## config.mk

```make
export PLATFORM = sky130hd
export DESIGN_NAME = max_pool_2x2
export DESIGN_NICKNAME = d
export VERILOG_FILES = /design/src/rtl/max_pool_2x2_pkg.sv /design/src/rtl/max_pool_2x2_row_buf.sv /design/src/rtl/max_pool_2x2.sv
export SDC_FILE = /design/constraint.sdc
export NUM_CORES = 1
export LEC_CHECK = 0
export CAP_MARGIN = 20
export CELL_PAD_IN_SITES_DETAIL_PLACEMENT = 0
export CELL_PAD_IN_SITES_GLOBAL_PLACEMENT = 1
export CORE_ASPECT_RATIO = 0.6
export CORE_UTILIZATION = 40
export DETAILED_ROUTE_END_ITERATION = 12
export PLACE_DENSITY_LB_ADDON = 0.1
export SLEW_MARGIN = 40
export SYNTH_ARGS = -nofsm -noshare
export SYNTH_HDL_FRONTEND = slang
export SYNTH_SLANG_ARGS = --single-unit
```

## constraint.sdc

```tcl
create_clock -name clk -period 6 [get_ports clk]
set_clock_uncertainty 0.15 [all_clocks]
set_input_delay 0.9 -clock clk [delete_from_list [all_inputs] [get_ports clk]]
set_output_delay 0.9 -clock clk [all_outputs]
set_load 0.02 [all_outputs]
```

## src/rtl/max_pool_2x2_pkg.sv

```systemverilog
// Shared definitions for the activation/pooling datapath: width convention and signed max.
package max_pool_2x2_pkg;

    localparam int DEF_WIDTH  = 8;
    localparam int DEF_DATA_W = 2 * DEF_WIDTH;

    // smax works on a wide sign-extended operand so any stage width up to SMAX_W can share it.
    localparam int SMAX_W = 64;

    function automatic logic signed [SMAX_W-1:0] smax(
        input logic signed [SMAX_W-1:0] a,
        input logic signed [SMAX_W-1:0] b
    );
        return (a >= b) ? a : b;
    endfunction

endpackage

```

## src/rtl/max_pool_2x2_row_buf.sv

```systemverilog
// Holds the horizontal pair maxima of an even row until the odd row below consumes them.
module pool_row_buf #(
    parameter int DEPTH  = 14,
    parameter int DATA_W = 16,
    parameter int IDX_W  = 4
) (
    input  logic              clk,
    input  logic              we_i,
    input  logic [IDX_W-1:0]  wr_idx_i,
    input  logic [DATA_W-1:0] wr_data_i,
    input  logic [IDX_W-1:0]  rd_idx_i,
    output logic [DATA_W-1:0] rd_data_o
);

    logic [DATA_W-1:0] mem_q [DEPTH];

    // No reset: every entry is written during an even row before the odd row reads it.
    for (genvar gi = 0; gi < DEPTH; gi++) begin : g_entry
        always_ff @(posedge clk) begin
            if (we_i && (wr_idx_i == IDX_W'(gi))) begin
                mem_q[gi] <= wr_data_i;
            end
        end
    end

    assign rd_data_o = mem_q[rd_idx_i];

endmodule

```

## src/rtl/max_pool_2x2.sv

```systemverilog
// Streaming 2x2 / stride-2 signed max-pooling stage fed in raster order, no backpressure.
module max_pool_2x2
    import max_pool_2x2_pkg::*;
#(
    parameter int WIDTH = DEF_WIDTH,
    parameter int IMG_W = 28,
    parameter int IMG_H = 28
) (
    input  logic                      clk,
    input  logic                      rst_n,
    input  logic                      in_valid,
    input  logic signed [2*WIDTH-1:0] in_data,
    output logic                      out_valid,
    output logic signed [2*WIDTH-1:0] out_data,
    output logic                      frame_done
);

    localparam int DATA_W = 2 * WIDTH;
    localparam int HALF_W = IMG_W / 2;
    localparam int COL_W  = $clog2(IMG_W);
    localparam int ROW_W  = $clog2(IMG_H);
    localparam int IDX_W  = (HALF_W > 1) ? $clog2(HALF_W) : 1;

    logic [COL_W-1:0]         col_q, col_d;
    logic [ROW_W-1:0]         row_q, row_d;
    logic signed [DATA_W-1:0] hold_q, hold_d;
    logic signed [DATA_W-1:0] out_data_q, out_data_d;
    logic                     out_valid_q, out_valid_d;
    logic                     frame_done_q, frame_done_d;

    logic signed [DATA_W-1:0] hmax;
    logic signed [DATA_W-1:0] win_max;
    logic [DATA_W-1:0]        rb_rd_data;
    logic [IDX_W-1:0]         pair_idx;
    logic                     rb_we;
    logic                     odd_col, odd_row, last_col, last_row;

    assign odd_col  = col_q[0];
    assign odd_row  = row_q[0];
    assign last_col = (col_q == COL_W'(IMG_W - 1));
    assign last_row = (row_q == ROW_W'(IMG_H - 1));
    assign pair_idx = IDX_W'(col_q >> 1);

    assign hmax    = DATA_W'(smax(SMAX_W'(hold_q), SMAX_W'(in_data)));
    assign win_max = DATA_W'(smax(SMAX_W'(hmax), SMAX_W'($signed(rb_rd_data))));

    // Even rows write and odd rows read the same slot, never in the same cycle.
    pool_row_buf #(
        .DEPTH  (HALF_W),
        .DATA_W (DATA_W),
        .IDX_W  (IDX_W)
    ) u_row_buf (
        .clk       (clk),
        .we_i      (rb_we),
        .wr_idx_i  (pair_idx),
        .wr_data_i (hmax),
        .rd_idx_i  (pair_idx),
        .rd_data_o (rb_rd_data)
    );

    always_comb begin
        col_d        = col_q;
        row_d        = row_q;
        hold_d       = hold_q;
        out_data_d   = out_data_q;
        out_valid_d  = 1'b0;
        frame_done_d = 1'b0;
        rb_we        = 1'b0;
        if (in_valid) begin
            col_d = last_col ? '0 : col_q + COL_W'(1);
            if (last_col) begin
                row_d = last_row ? '0 : row_q + ROW_W'(1);
            end
            if (!odd_col) begin
                hold_d = in_data;
            end else if (!odd_row) begin
                rb_we = 1'b1;
            end else begin
                out_data_d   = win_max;
                out_valid_d  = 1'b1;
                frame_done_d = last_col && last_row;
            end
        end
    end

    always_ff @(posedge clk or negedge rst_n) begin
        if (!rst_n) begin
            col_q        <= '0;
            row_q        <= '0;
            hold_q       <= '0;
            out_data_q   <= '0;
            out_valid_q  <= 1'b0;
            frame_done_q <= 1'b0;
        end else begin
            col_q        <= col_d;
            row_q        <= row_d;
            hold_q       <= hold_d;
            out_data_q   <= out_data_d;
            out_valid_q  <= out_valid_d;
            frame_done_q <= frame_done_d;
        end
    end

    assign out_valid  = out_valid_q;
    assign out_data   = out_data_q;
    assign frame_done = frame_done_q;

endmodule

```

run_1/met1.png
Bar = 50 microns. Supply wires on this layer in grey.
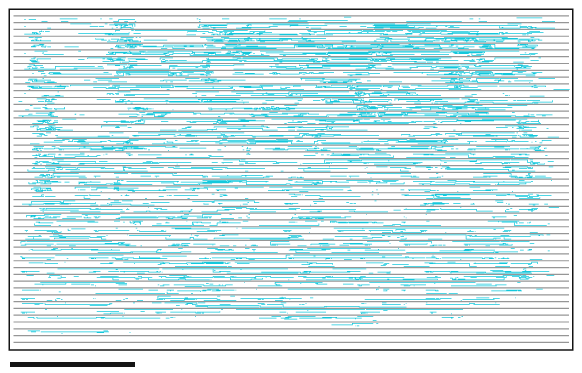
wire length on this layer	14400 microns
main direction	horizontal
share of all routed wire	52%
nets with wire on the layer	847

run_1/met2.png
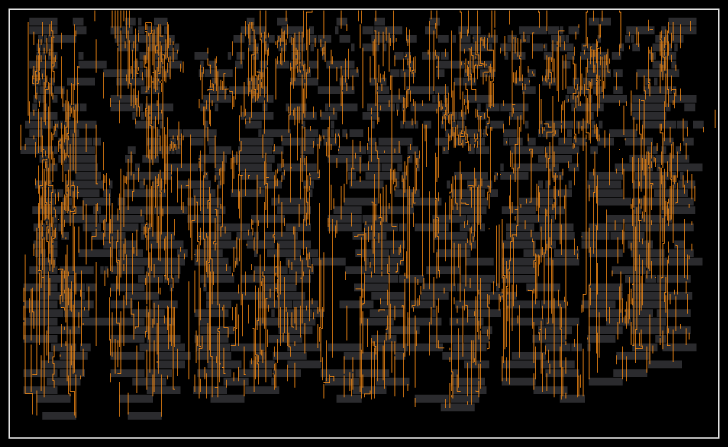
longest straight run	54.9 microns
wire length on this layer	12100 microns
share of all routed wire	44%
nets with wire on the layer	758
Routed WL: 27.8 mm
M2 GR Usage: 0.281

run_1/met3.png
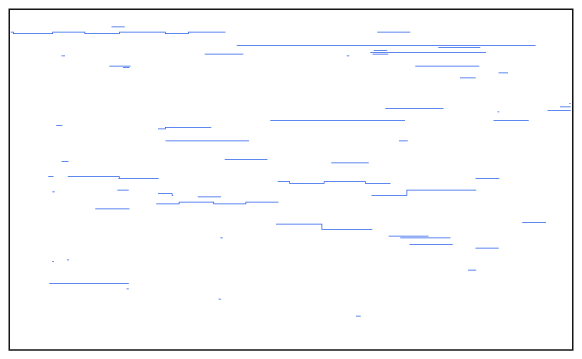
nets with wire on the layer	28
wire length on this layer	933 microns
via count of the routed design: 6872
grt met3 use: 0.0304

==> run 1: report_power, final <==
group          switching (uW)  internal (uW)  total (uW)  leakage (uW)
combinational            1220            902        2120       0.00184
sequential                174           2350        2520       0.00260
clock                     704           1040        1740      0.000441
total                    2100           4290        6390       0.00488
==> run 1: area by class of cell <==
cell class / instances / area share
sequential: 268 / 0.565
multi-input combinational: 424 / 0.271
clock buffer: 35 / 0.0530
timing repair buffer: 77 / 0.0523
tap: 400 / 0.0361
clock inverter: 14 / 0.0135
inverter: 35 / 0.00947
==> run 1: synthesized netlist by cell type (all sizes together) (2+ instances only) <==
master | n | share of area
nor3b | 2 | 0.0013
o221ai | 16 | 0.017
mux4 | 49 | 0.093
and4 | 4 | 0.0032
mux2 | 3 | 0.0028
o31a | 15 | 0.011
a21oi | 41 | 0.017
dfrtp | 44 | 0.092
a21o | 5 | 0.0032
mux2i | 30 | 0.025
inv | 35 | 0.011
o21ai | 23 | 0.0097
nand3 | 11 | 0.0046
nand2 | 54 | 0.017
nor3 | 6 | 0.0025
nand4 | 7 | 0.0042
ha | 34 | 0.036
nor4 | 16 | 0.0084
nor2 | 48 | 0.015
clkbuf | 28 | 0.0088
nand2b | 5 | 0.0026
nor2b | 2 | 0.0011
o211ai | 4 | 0.0025
edfxtp | 224 | 0.57
a31oi | 3 | 0.0016
buf | 20 | 0.0098
and3 | 2 | 0.0011
a211oi | 31 | 0.024
==> run 1: metrics by stage <==
step           std cells  TNS [ns]  power [uW]  worst slack, ns
3_5_place_dp        1204    -0.195        4710          -0.0391
3_3_place_gp        1203         0        4640           0.0851
2_1_floorplan        775         0        3970             1.19
6_report            1253         0        6390            0.421
5_1_grt             1253         0        6730            0.221
4_1_cts             1253         0        6470            0.511
==> summary.txt, run 1 <==
impl run done, here's what came out: status=finished, final reports clean, dominant logic cell types in the final layout=edfxtp_1, nand2_1, mux4_2, fp_density=0.410, startpoint types=primary input, Detailed Routing Iterations Pass 1=4, # resized after CTS=0, gpl congestion=~0.84, crit-path max FO=30, Post-Syn Nets=around 830, Achievable Freq=between 0.15 and 0.2 GHz, Slew @ Worst Pin=roughly 0.74 ns, IO Pins=37, FF+latch count, synth=about 270, Seq share, synth=0.658, Commonest Layout Cell=edfxtp_1, clock transition at the registers of the reported paths=approximately 0.06 ns, crit-path leading delay family=AND-OR/OR-AND gates, wire length on met3=932 microns, most flop-heavy register=u_row_buf.mem_q, fin crit period=about 5.6 ns, Leakage=between 0.004 and 0.005 uW, Worst Setup SP=in_data[1], flop2flop setup slack=~0.95 ns, first-pass GRT wire length=42.3 mm, M1 wire length=14.4 mm, OpenROAD warning count=26, ANT cells=0, share of post-route cells with drive strength above 1=0.200, die width=approximately 220 microns, worst rel slew slack=0.505, initial DRC count=565, pwr dens=460 mW/mm^2, Worst R2R Path Depth=16, row count=between 40 and 50, Worst EP required=6.29 ns, hold slack=about 0.30 ns
run_1/met4.png
Supply wires on this layer in grey.
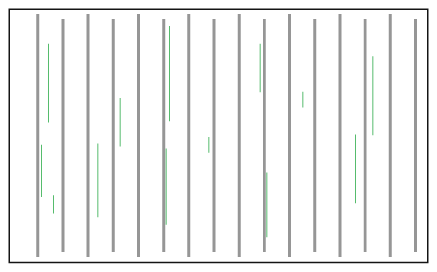

==> inputs of run 2 (changes only) <==
DONT_BUFFER_PORTS = 1   (was default)
run_2/met4.png
Supply wires on this layer in grey.
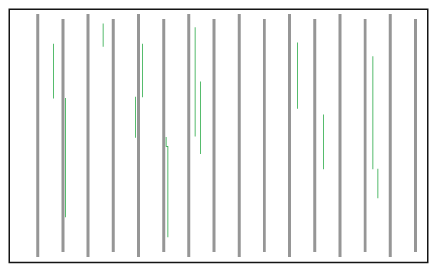
nets with wire on the layer	4
share of all routed wire	1.6%

run_2/final_congestion.png
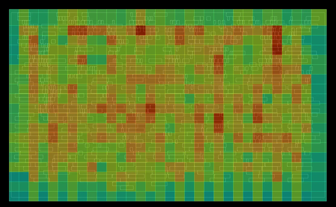
end-of-flow core utilization: 0.458
wire per inst: 23.8 microns
met1 Use GR: 0.312
M2 GR Usage: 0.278
grt met3 use: 0.0299

==> summary.txt, run 2 <==
impl run done, here's what came out: share of post-route cells with drive strength above 1=0.192, Routed WL=roughly 29 mm, Achievable Freq=between 0.15 and 0.2 GHz, # resized after CTS=0, leading cell types by count after synthesis=edfxtp_1, nand2_1, mux4_2, FF+latch count, synth=268, pwr dens=between 400 and 500 mW/mm^2, fp_density=0.410, fin cells=1207, gpl congestion=0.787, Slew @ Worst Pin=0.821 ns, hold slack=~0.057 ns, first-pass GRT wire length=approximately 43 mm, area leader, netlist=edfxtp_1, startpoint types=primary input, final setup margin=about 0.43 ns, die width=225 microns, worst rel slew slack=0.453, crit-path max FO=30, Yosys top cell by instances=edfxtp_1, share of the synthesized area in the top cell type=0.565, Commonest Layout Cell=edfxtp_1, Detailed Routing Iterations Pass 1=5, OpenROAD warning count=26, crit-path leading delay family=AND-OR/OR-AND gates, Worst EP required=around 6.2 ns, dominant logic cell types in the final layout=edfxtp_1, nand2_1, mux4_2, Seq share, synth=0.658, DP Cell Count=about 1200, Setup Total Neg Slack=0 ns, most flop-heavy register=u_row_buf.mem_q, row count=48, Leakage=0.00464 uW, Post-Syn Nets=~830, IO Pins=37, ANT cells=0, M1 wire length=~15 mm, status=finished, final reports clean, chip area=~0.030 sq mm
## run 2: netlist changes by cell type in the layout (fill, tap and decap cells not counted), moves of 2 or more
cell             change
clkinv_2             +3
clkdlybuf4s50_1     -35
clkbuf_8             -3
buf_4                -4
bufinv_16            -3
clkbuf_1             +2
clkinvlp_4           -2
clkinv_1             +2
buf_12               -4
## run 2: worst paths after layout
path / cells past startpoint / to / slack, ns / startpoint
max: 16 / out_data[0] / 0.43 / in_data[15]
min: 1 / hold_q[11] / 0.06 / rst_n
max reg2reg: 15 / out_data[0] / 0.46 / hold_q[15]
min reg2reg: 2 / row_q[4] / 0.36 / row_q[4]
max in group asynchronous: 1 / col_q[2] / 5.39 / rst_n
min in group clk: 1 / col_q[0] / 0.30 / in_valid
## run 2: layout make-up
type,count,area share
Sequential cell,268,0.589
Multi-Input combinational cell,424,0.282
Clock buffer,34,0.0528
Tap cell,400,0.0376
Timing Repair Buffer,34,0.0216
Inverter,35,0.00988
Clock inverter,12,0.00631
## run 2: kinds of logic (layout without fill, tap and decap cells)
group           count (synthesis)  count (layout)  synth area share
buf+inv                        83             115            0.0296
fa+ha+maj                      34              34            0.0357
xor+xnor                        1               1          0.000736
flops                         268             268             0.658
simple gates                  162             162            0.0643
mux                            82              82             0.121
compound gates                145             145            0.0912
## run 2: worst register-to-register path: cells and delay by family (launching register included)
kind	cells	cell delay (ns)
adder cells (fa/ha/maj)	2	0.70
flip-flops	1	0.40
buffers and inverters	2	0.62
AND/OR/NAND/NOR	3	1.25
AND-OR/OR-AND	8	2.29
## run 2: repair_timing
action | CTS | global route
endpoints found under the hold margin | 44 | 0
hold buffers | 1 | 0
endpoints found under the setup margin | 0 | 0
## run 2: where the power goes
group	total [uW]	internal, uW	switching (uW)
clock	1560	863	694
combinational	1920	794	1130
sequential	2630	2350	281
run_2/met3.png
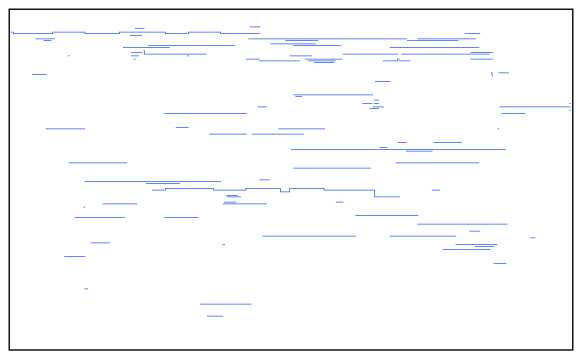

==> inputs of run 3 (changes only) <==
CORE_ASPECT_RATIO = default   (was 0.6)
GPL_TIMING_DRIVEN = 0   (was default)
run_3/met3.png
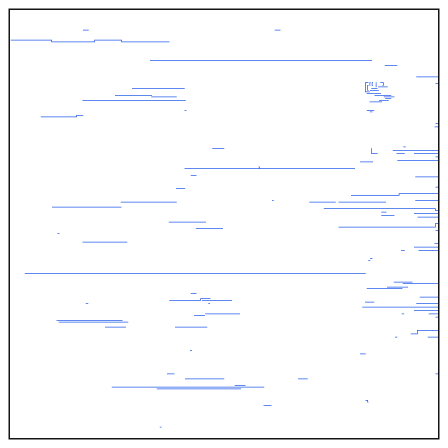
share of all routed wire	4.7%
wire length on this layer	1310 microns
nets with wire on the layer	75
main direction	horizontal
longest straight run	139 microns
via count of the routed design: 6830
grt met3 use: 0.0313

run_3/final_congestion.png
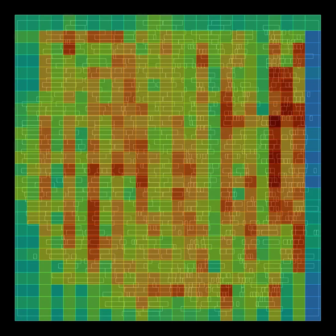
M2 GR Usage: 0.328
wire per inst: 22.7 microns

==> summary.txt, run 3 <==
impl run done, here's what came out: first-pass GRT wire length=between 40 and 50 mm, startpoint types=primary input, Seq share, synth=0.658, fp_density=0.410, Leakage=between 0.004 and 0.005 uW, crit-path max FO=15, Routed WL=27.9 mm, fin crit period=about 5.6 ns, leading cell types by count after synthesis=edfxtp_1, nand2_1, mux4_2, share of post-route cells with drive strength above 1=0.192, status=finished, final reports clean, die width=~170 microns, IO Pins=37, chip area=about 0.030 sq mm, pre-CTS WS=-0.0389 ns, final setup margin=between 0.3 and 0.4 ns, Total Power=6410 uW, FF+latch count, synth=about 270, Post-Syn Nets=just over 800, pwr dens=about 470 mW/mm^2, dominant logic cell types in the final layout=edfxtp_1, nand2_1, mux4_2, OpenROAD warning count=26, Yosys top cell by instances=edfxtp_1, fin cells=between 1000 and 1500, CTS Hold Bufs=1, worst rel slew slack=0.451, Setup Total Neg Slack=0 ns
run 3: metal layers:
layer / vias to the layer above / wire [microns] / GRT usage
li1: 3144 / - / -
met1: 3478 / 11700 / 0.240
met2: 165 / 14200 / 0.328
met3: 43 / 1310 / 0.0313
met4: 0 / 647 / 0.0551
met5: - / 0 / 0
run 3: power breakdown:
part           switching (uW)  leakage [uW]  internal (uW)
Sequential                129       0.00260           2350
Clock                     703      0.000477           1100
Combinational            1330       0.00169            797
Total                    2160       0.00477           4250
run 3: cell type report:
type	count	area, sq um	area share
timing repair buffer	17	188	0.0138
tap	384	480	0.0352
clock buffer	37	798	0.0585
clock inverter	16	175	0.0128
buffer	48	223	0.0163
multi-input combinational	424	3820	0.280
inverter	35	131	0.00963
sequential	268	7830	0.574
run 3: final timing paths:
path                              from          end  slack (ns)  depth (start not counted)
setup reg to reg            hold_q[15]  out_data[7]        0.40                         16
hold / removal                   rst_n   hold_q[13]        0.05                          1
max in group asynchronous        rst_n  out_data[6]        5.44                          1
setup / recovery           in_data[14]  out_data[7]        0.38                         17
min in group clk            in_data[0]    hold_q[0]        0.35                          1
hold reg to reg              hold_q[0]    hold_q[0]        0.36                          1
run 3: logic make-up (layout without fill, tap and decap cells):
logic type               after synthesis  after routing  synth area share
XOR/XNOR                               1              1          0.000736
AND/OR/NAND/NOR                      162            162            0.0643
AND-OR/OR-AND                        145            145            0.0912
buffers and inverters                 83            153            0.0296
adder cells (fa/ha/maj)               34             34            0.0357
flip-flops                           268            268             0.658
multiplexers                          82             82             0.121
No activity file was given, so power comes from the tool's default toggle rates.
